===== src/rtl/i2s_adc_capture.sv =====
`default_nettype none
// ============================================================================
//  Module   : i2s_adc_capture
//  Purpose  : Oversampled I2S ADC receiver. Converts the codec serial stream
//             (BCLK / ADCLRCK / ADCDAT) into {left, right} frames and buffers
//             them in a small FIFO behind a valid/ready stream interface.
//  Options  : LEFT_JUSTIFIED_MODE_EN - when defined, the MSB is taken on the
//             first BCLK rise after the LRCK edge (left-justified format);
//             otherwise the standard I2S one-bit delay is honoured.
//  Revision : 1.0 - initial release
// ============================================================================
module i2s_adc_capture #(
    parameter int SAMPLE_W   = 16,
    parameter int FIFO_DEPTH = 8
) (
    input  logic                        clk_clk,
    input  logic                        reset_reset_n,
    input  logic                        audio_BCLK,
    input  logic                        audio_ADCLRCK,
    input  logic                        audio_ADCDAT,
    input  logic                        enable,
    input  logic                        clear_ovf,
    output logic [2*SAMPLE_W-1:0]       out_data,
    output logic                        out_valid,
    input  logic                        out_ready,
    output logic                        overflow,
    output logic [$clog2(FIFO_DEPTH):0] fill_level
);

    localparam int c_PTR_W = $clog2(FIFO_DEPTH);
    localparam int c_CNT_W = $clog2(SAMPLE_W + 1);
    localparam int c_FRM_W = 2 * SAMPLE_W;
    localparam logic [c_PTR_W:0]   c_DEPTH = (c_PTR_W + 1)'(FIFO_DEPTH);
    localparam logic [c_CNT_W-1:0] c_LAST  = c_CNT_W'(SAMPLE_W - 1);

    typedef enum logic [1:0] {
        S_IDLE  = 2'd0,
        S_DELAY = 2'd1,
        S_SHIFT = 2'd2,
        S_PAD   = 2'd3
    } state_t;

    // ------------------------------------------------------------------
    // Synchronisers and edge detection
    // ------------------------------------------------------------------
    logic bclk_s1_q, bclk_s2_q, bclk_h_q;
    logic lrck_s1_q, lrck_s2_q, lrck_prev_q;
    logic dat_s1_q,  dat_s2_q;

    // Bring the asynchronous codec pins into the clk_clk domain.
    always_ff @(posedge clk_clk or negedge reset_reset_n) begin
        if (!reset_reset_n) begin
            bclk_s1_q <= 1'b0;
            bclk_s2_q <= 1'b0;
            bclk_h_q  <= 1'b0;
            lrck_s1_q <= 1'b0;
            lrck_s2_q <= 1'b0;
            dat_s1_q  <= 1'b0;
            dat_s2_q  <= 1'b0;
        end else begin
            bclk_s1_q <= audio_BCLK;
            bclk_s2_q <= bclk_s1_q;
            bclk_h_q  <= bclk_s2_q;
            lrck_s1_q <= audio_ADCLRCK;
            lrck_s2_q <= lrck_s1_q;
            dat_s1_q  <= audio_ADCDAT;
            dat_s2_q  <= dat_s1_q;
        end
    end

    logic                w_bclk_rise;
    logic                w_lrck_edge;
    logic [SAMPLE_W-1:0] w_word;
    logic [SAMPLE_W-2:0] shreg_q;

    assign w_bclk_rise = bclk_s2_q & ~bclk_h_q;
    // LRCK and data are only meaningful at BCLK rises, so the edge test
    // compares against the value captured at the previous rise.
    assign w_lrck_edge = w_bclk_rise && (lrck_s2_q != lrck_prev_q);
    assign w_word      = {shreg_q, dat_s2_q};

    // ------------------------------------------------------------------
    // Word start: in I2S mode the rise that reveals the LRCK edge carries
    // the delay bit, so the MSB arrives on the following rise (DELAY).
    // In left-justified mode that same rise already carries the MSB.
    // ------------------------------------------------------------------
    state_t              w_start_state;
    logic [SAMPLE_W-2:0] w_start_shreg;
    logic [c_CNT_W-1:0]  w_start_cnt;

`ifdef LEFT_JUSTIFIED_MODE_EN
    assign w_start_state = S_SHIFT;
    assign w_start_shreg = {{(SAMPLE_W-2){1'b0}}, dat_s2_q};
    assign w_start_cnt   = c_CNT_W'(1);
`else
    assign w_start_state = S_DELAY;
    assign w_start_shreg = '0;
    assign w_start_cnt   = '0;
`endif

    // ------------------------------------------------------------------
    // Deserialiser FSM
    // ------------------------------------------------------------------
    state_t               state_q;
    logic [c_CNT_W-1:0]   cnt_q;
    logic                 ch_q;          // 0 = left word, 1 = right word
    logic                 left_valid_q;
    logic [SAMPLE_W-1:0]  left_q;
    logic [c_FRM_W-1:0]   frame_q;
    logic                 push_q;

    // Track LRCK, shift bits in and assemble {left, right} frames.
    always_ff @(posedge clk_clk or negedge reset_reset_n) begin
        if (!reset_reset_n) begin
            state_q      <= S_IDLE;
            cnt_q        <= '0;
            ch_q         <= 1'b0;
            shreg_q      <= '0;
            left_valid_q <= 1'b0;
            left_q       <= '0;
            frame_q      <= '0;
            push_q       <= 1'b0;
            lrck_prev_q  <= 1'b0;
        end else begin
            push_q <= 1'b0;
            if (w_bclk_rise) begin
                lrck_prev_q <= lrck_s2_q;
            end
            if (!enable) begin
                state_q      <= S_IDLE;
                cnt_q        <= '0;
                shreg_q      <= '0;
                left_valid_q <= 1'b0;
                left_q       <= '0;
            end else if (w_bclk_rise) begin
                case (state_q)
                    S_IDLE: begin
                        if (w_lrck_edge && !lrck_s2_q) begin
                            state_q      <= w_start_state;
                            shreg_q      <= w_start_shreg;
                            cnt_q        <= w_start_cnt;
                            ch_q         <= 1'b0;
                            left_valid_q <= 1'b0;
                        end
                    end
                    S_DELAY, S_SHIFT: begin
                        if (w_lrck_edge) begin
                            // Short word: drop it together with any held left.
                            left_valid_q <= 1'b0;
                            left_q       <= '0;
                            if (!lrck_s2_q) begin
                                state_q <= w_start_state;
                                shreg_q <= w_start_shreg;
                                cnt_q   <= w_start_cnt;
                                ch_q    <= 1'b0;
                            end else begin
                                state_q <= S_IDLE;
                                shreg_q <= '0;
                                cnt_q   <= '0;
                            end
                        end else begin
                            shreg_q <= w_word[SAMPLE_W-2:0];
                            cnt_q   <= cnt_q + c_CNT_W'(1);
                            state_q <= S_SHIFT;
                            if (cnt_q == c_LAST) begin
                                state_q <= S_PAD;
                                if (!ch_q) begin
                                    left_q       <= w_word;
                                    left_valid_q <= 1'b1;
                                end else begin
                                    frame_q      <= {left_q, w_word};
                                    push_q       <= 1'b1;
                                    left_valid_q <= 1'b0;
                                end
                            end
                        end
                    end
                    S_PAD: begin
                        if (w_lrck_edge) begin
                            if (!lrck_s2_q) begin
                                state_q      <= w_start_state;
                                shreg_q      <= w_start_shreg;
                                cnt_q        <= w_start_cnt;
                                ch_q         <= 1'b0;
                                left_valid_q <= 1'b0;
                            end else if (left_valid_q) begin
                                state_q <= w_start_state;
                                shreg_q <= w_start_shreg;
                                cnt_q   <= w_start_cnt;
                                ch_q    <= 1'b1;
                            end else begin
                                state_q <= S_IDLE;
                            end
                        end
                    end
                    default: state_q <= S_IDLE;
                endcase
            end
        end
    end

    // ------------------------------------------------------------------
    // Frame FIFO (first-word-fall-through, registered head)
    // ------------------------------------------------------------------
    logic [c_FRM_W-1:0] mem_q [FIFO_DEPTH];
    logic [c_PTR_W-1:0] wr_ptr_q, rd_ptr_q, rd_ptr_d;
    logic [c_PTR_W:0]   count_q, count_d, w_remain;
    logic [c_FRM_W-1:0] out_data_q, out_data_d;
    logic               out_valid_q, overflow_q;
    logic               w_rd, w_wr, w_drop;

    // A read at full frees the slot for a coincident write.
    assign w_rd     = out_valid_q && out_ready;
    assign w_wr     = push_q && ((count_q != c_DEPTH) || w_rd);
    assign w_drop   = push_q && !w_wr;
    assign count_d  = count_q + (c_PTR_W + 1)'(w_wr) - (c_PTR_W + 1)'(w_rd);
    assign rd_ptr_d = rd_ptr_q + c_PTR_W'(w_rd);
    assign w_remain = count_q - (c_PTR_W + 1)'(w_rd);

    // Next head word: bypass the incoming frame when nothing older remains.
    always_comb begin
        out_data_d = out_data_q;
        if (w_remain != '0) begin
            out_data_d = mem_q[rd_ptr_d];
        end else if (w_wr) begin
            out_data_d = frame_q;
        end
    end

    // Storage array; contents need no reset because pointers define validity.
    always_ff @(posedge clk_clk) begin
        if (w_wr) begin
            mem_q[wr_ptr_q] <= frame_q;
        end
    end

    // Pointers, fill count, registered head and sticky overflow.
    always_ff @(posedge clk_clk or negedge reset_reset_n) begin
        if (!reset_reset_n) begin
            wr_ptr_q    <= '0;
            rd_ptr_q    <= '0;
            count_q     <= '0;
            out_data_q  <= '0;
            out_valid_q <= 1'b0;
            overflow_q  <= 1'b0;
        end else begin
            if (w_wr) begin
                wr_ptr_q <= wr_ptr_q + c_PTR_W'(1);
            end
            rd_ptr_q    <= rd_ptr_d;
            count_q     <= count_d;
            out_data_q  <= out_data_d;
            out_valid_q <= (count_d != '0);
            overflow_q  <= (overflow_q && !clear_ovf) || w_drop;
        end
    end

    assign out_data   = out_data_q;
    assign out_valid  = out_valid_q;
    assign overflow   = overflow_q;
    assign fill_level = count_q;

endmodule
`default_nettype wire

===== config.mk =====
export PLATFORM = sky130hd
export DESIGN_NAME = i2s_adc_capture
export DESIGN_NICKNAME = d
export VERILOG_FILES = /design/src/rtl/i2s_adc_capture.sv
export SDC_FILE = /design/constraint.sdc
export NUM_CORES = 1
export LEC_CHECK = 0
export CAP_MARGIN = 10
export CORE_MARGIN = 3
export CORE_UTILIZATION = 50
export DETAILED_ROUTE_END_ITERATION = 10
export GPL_TIMING_DRIVEN = 0
export PLACE_DENSITY = 0.67
export SLEW_MARGIN = 20
export SYNTH_ARGS = -nofsm -noshare
export SYNTH_HDL_FRONTEND = slang
export SYNTH_SLANG_ARGS = --single-unit

===== constraint.sdc =====
create_clock -name clk_clk -period 8.6 [get_ports clk_clk]
set_input_delay 1.72 -clock clk_clk [delete_from_list [all_inputs] [get_ports clk_clk]]
set_output_delay 1.72 -clock clk_clk [all_outputs]
set_load 0.02 [all_outputs]

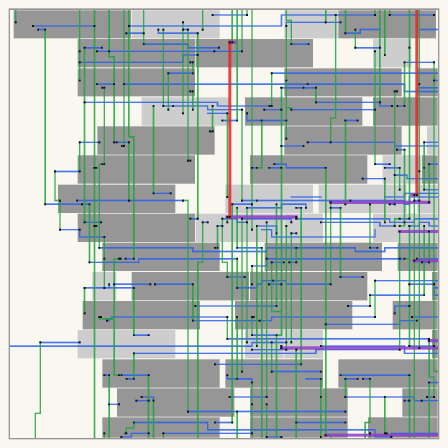
**Above:** run 1 (layout detail).
Region (25, 115) to (65, 155) um. Cells in gray, sequential cells in the stronger gray; small squares are vias.
- M2: green
- M3: purple
- M1: blue
- M4: red
- sequential cells in the window: 28
- netlist names of flops here include: mem_q (24), frame_q (2), out_data (2)
- cells with their middle in the window: 43
- most frequent: edfxtp_1 (24), mux4_2 (6), mux2i_1 (5)

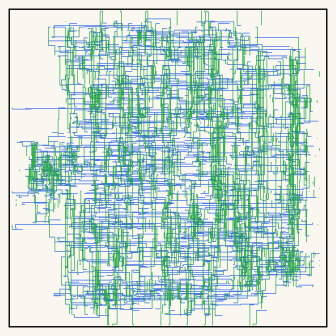
**Above:** run 1 (signal wires by layer).
Only two layers are drawn.
- M2: green (wire length 15500 um)
- M1: blue (wire length 13700 um)
DR WL/cell: 23.2 um
Vias: 7596
aggregate global-route resource usage: 19.5%
final WL: 30900 um

==> job_summary.md, run 1 <==
### Metrics collected by this job

| Metric | Value |
|---|---|
| Antenna viol nets, final | 0 |
| WP data required | 8.81 ns |
| Status | completed |
| Combinational power share | 1.0% |
| Crit. End Element | flip-flop |
| Worst path max stage delay | 0.79 ns |
| Reg2Reg Depth | 10 |
| Comb area share | 22.6% |
| Psw | 701 uW |
| Synthesized area per cell | 19.0 um^2 |
| Most common logic cells in the final layout | 256 x edfxtp_1, 125 x dfrtp_1, 96 x mux2i_1, 64 x mux4_2, 44 x clkdlybuf4s50_1 |
| Clock latency on the worst-skew pair | 0.53 ns |
| Type of origin of the critical path | input pin |
| Multi-input gate area | 3990 um^2 |
| WL met1 | 13700 um |
| Met2 WL post-DR | 15500 um |
| Buf/Inv on CP | 6 |
| Total gr overflow | 0 |
| Peak fanout along the critical path | 10 |
| Worst Skew | 0.0218 ns |
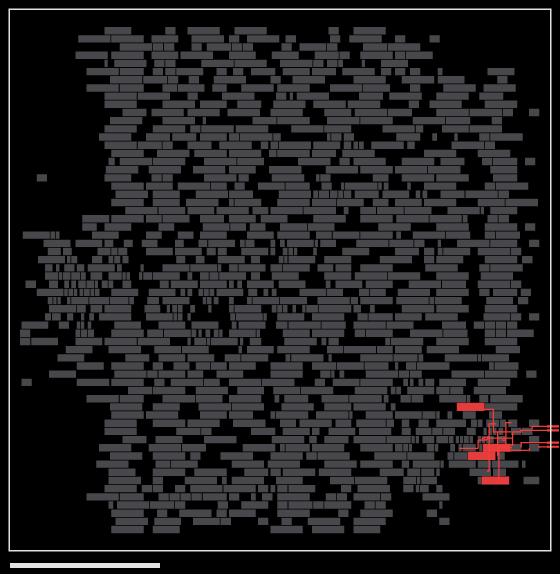
**Above:** run 1 (I/O nets highlighted).
Scale bar: 50 um.
- fill_level: red (bits 4; direction output; edge right; end cells 4; buffers 4; wire 152 um)
# port buffers: 45
# IOs: 46

**Run 1: sequential cells grouped by signal name**

Scale bar: 50 um.
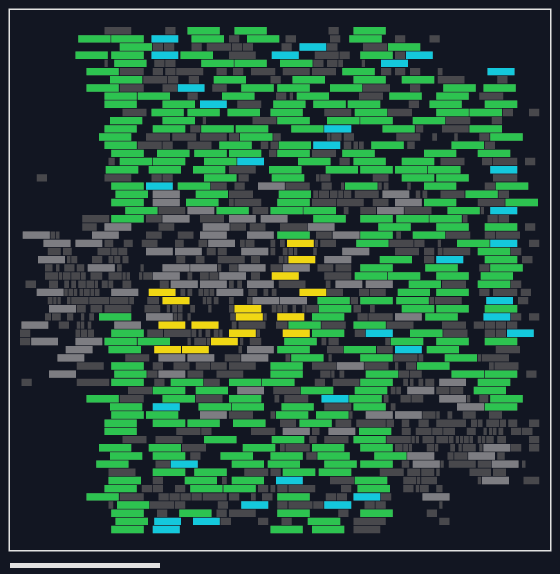

--- run 2 (diff from run 1) ---
Clock period 8.6 ns to 4.5 ns, I/O delays scaled along.
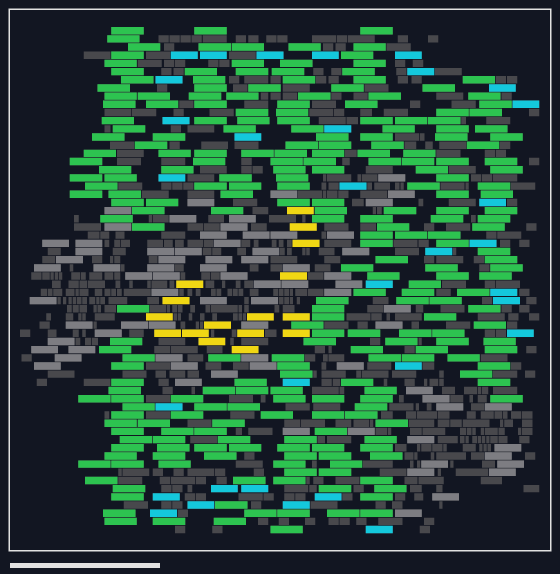
**Above:** run 2 (sequential cells grouped by signal name).
Scale bar: 50 um.
- left_q: yellow (flops 16; where center)
- out_data: cyan (flops 32; where all over the die)
- mem_q: green (flops 256; where all over the die)
- not colored: 77
Flop area: 10800 um^2
flop share of the area: 61.1%
P_seq: 3720 uW

==> job_summary.md, run 2 <==
### Metrics collected by this job

| Metric | Value |
|---|---|
| Combinational power share | 1.0% (about the same) |
| Synthesized area per cell | 19.0 um^2 (unchanged) |
| Peak fanout along the critical path | 10 (unchanged) |
| Worst path arrival time | 4.09 ns |
| Crit. End Element | flip-flop |
| First-pass GRT wire length | 47300 um |
| Largest net degree at the start of global routing | 96 |
| WL met1 | 13300 um (-2.6%) |
| Reg2Reg Depth | 10 (unchanged) |
| Final worst slack | 0.641 ns |
| Comb area share | 22.8% (+0.12 points) |
| Most common logic cells in the final layout | 256 x edfxtp_1, 125 x dfrtp_1, 96 x mux2i_1, 64 x mux4_2, 45 x clkbuf_16 |
| Top Usage Layer GRT | met2 |
| Cell count along the critical path | 10 |
| WS Path Type | input pin to flip-flop |
| Worst path max stage delay | 0.65 ns (-0.14 ns) |
| WP data required | 4.73 ns (-4.08 ns) |
| # IOs | 46 (unchanged) |
| Worst R2R Setup Slack | 0.86 ns |
| # port buffers | 45 (unchanged) |
| Die Ht | 180 um |
| Global Route met2 Usage | 31.7% |
| Type of origin of the critical path | input pin |
| Psw | 1340 uW (+90%) |
| Status | completed |
| Adder share | 1.30% |
| Crit. Startpoint | out_ready |
| Layout Nets | 927 |
| # Max-Cap Violations | 0 |
| Total gr overflow | 0 (unchanged) |
| Antenna viol nets, final | 0 (unchanged) |
| Share of cells above drive strength 1 | 23.4% |
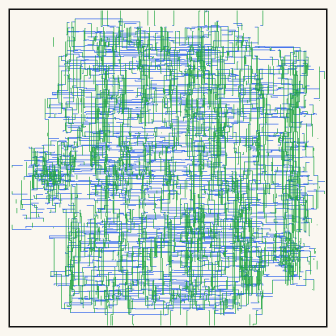
**Above:** run 2 (signal wires by layer).
Only two layers are drawn.
DR WL/cell: 23.0 um
aggregate global-route resource usage: 18.8%
final WL: 30300 um
Vias: 7502

**Run 2: I/O nets highlighted**

Scale bar: 50 um.
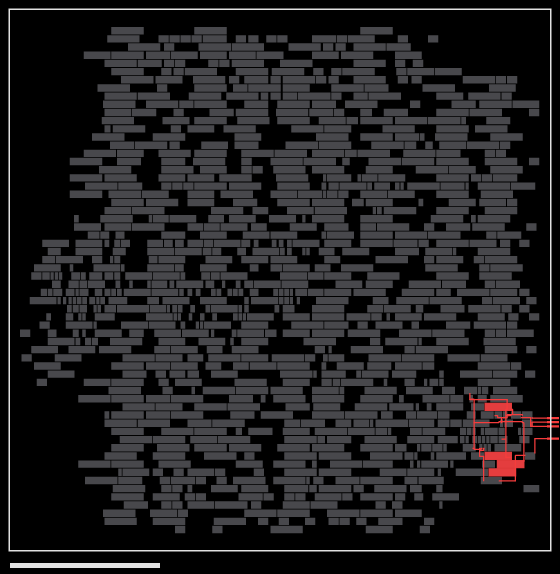

--- run 3 (diff from run 2) ---
Settings changed: CAP_MARGIN 10 to unset, MAX_ROUTING_LAYER set to met4.
Clock period 4.5 ns to 4.85 ns, I/O delays scaled along.
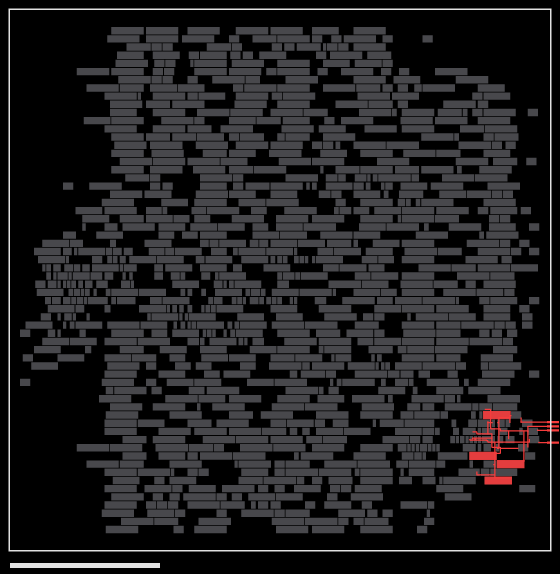
**Above:** run 3 (I/O nets highlighted).
Scale bar: 50 um.

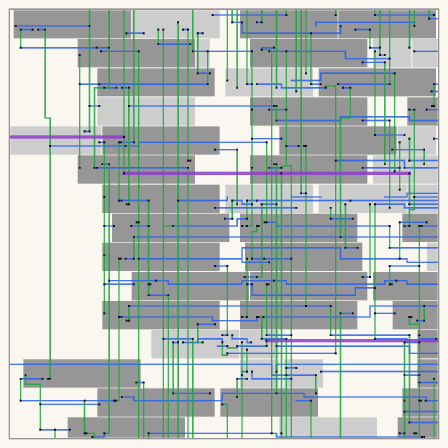
**Above:** run 3 (layout detail).
Region (25, 115) to (65, 155) um. Cells in gray, sequential cells in the stronger gray; small squares are vias.

==> job_summary.md, run 3 <==
### Metrics collected by this job

| Metric | Value |
|---|---|
| Die Ht | 180 um (unchanged) |
| Aggregate global-route resource usage | 20.0% (+1.2 points) |
| Vias | 7602 (+1.3%) |
| Most common logic cells in the final layout | 256 x edfxtp_1, 125 x dfrtp_1, 96 x mux2i_1, 64 x mux4_2, 44 x clkdlybuf4s50_1 |
| # IOs | 46 (unchanged) |
| Psw | 1230 uW (-7.6%) |
| Worst path max stage delay | 0.71 ns (+0.06 ns) |
| WS Path Type | input pin to flip-flop |
| Status | completed |
| Combinational power share | 1.0% (about the same) |
| Total gr overflow | 0 (unchanged) |
| Crit. Startpoint | out_ready |
| Comb area share | 22.7% (-0.045 points) |
| Reg2Reg Depth | 10 (unchanged) |
| Type of origin of the critical path | input pin |
| Flop area | 10800 um^2 (unchanged) |
| # Max-Cap Violations | 0 (unchanged) |
| Worst path arrival time | 4.03 ns (-0.06 ns) |
| Crit. End Element | flip-flop |
| P_seq | 3450 uW (-7.3%) |
| Peak fanout along the critical path | 10 (unchanged) |
| Cell count along the critical path | 10 (unchanged) |
| First-pass GRT wire length | 49000 um (+3.6%) |
| Antenna viol nets, final | 0 (unchanged) |
| Flop share of the area | 61.3% (+0.20 points) |
| Final worst slack | 1.04 ns (+0.397 ns) |
| Synthesized area per cell | 19.0 um^2 (unchanged) |
| Largest net degree at the start of global routing | 95 (-1.0%) |
Power and IR drop assume default switching activity.
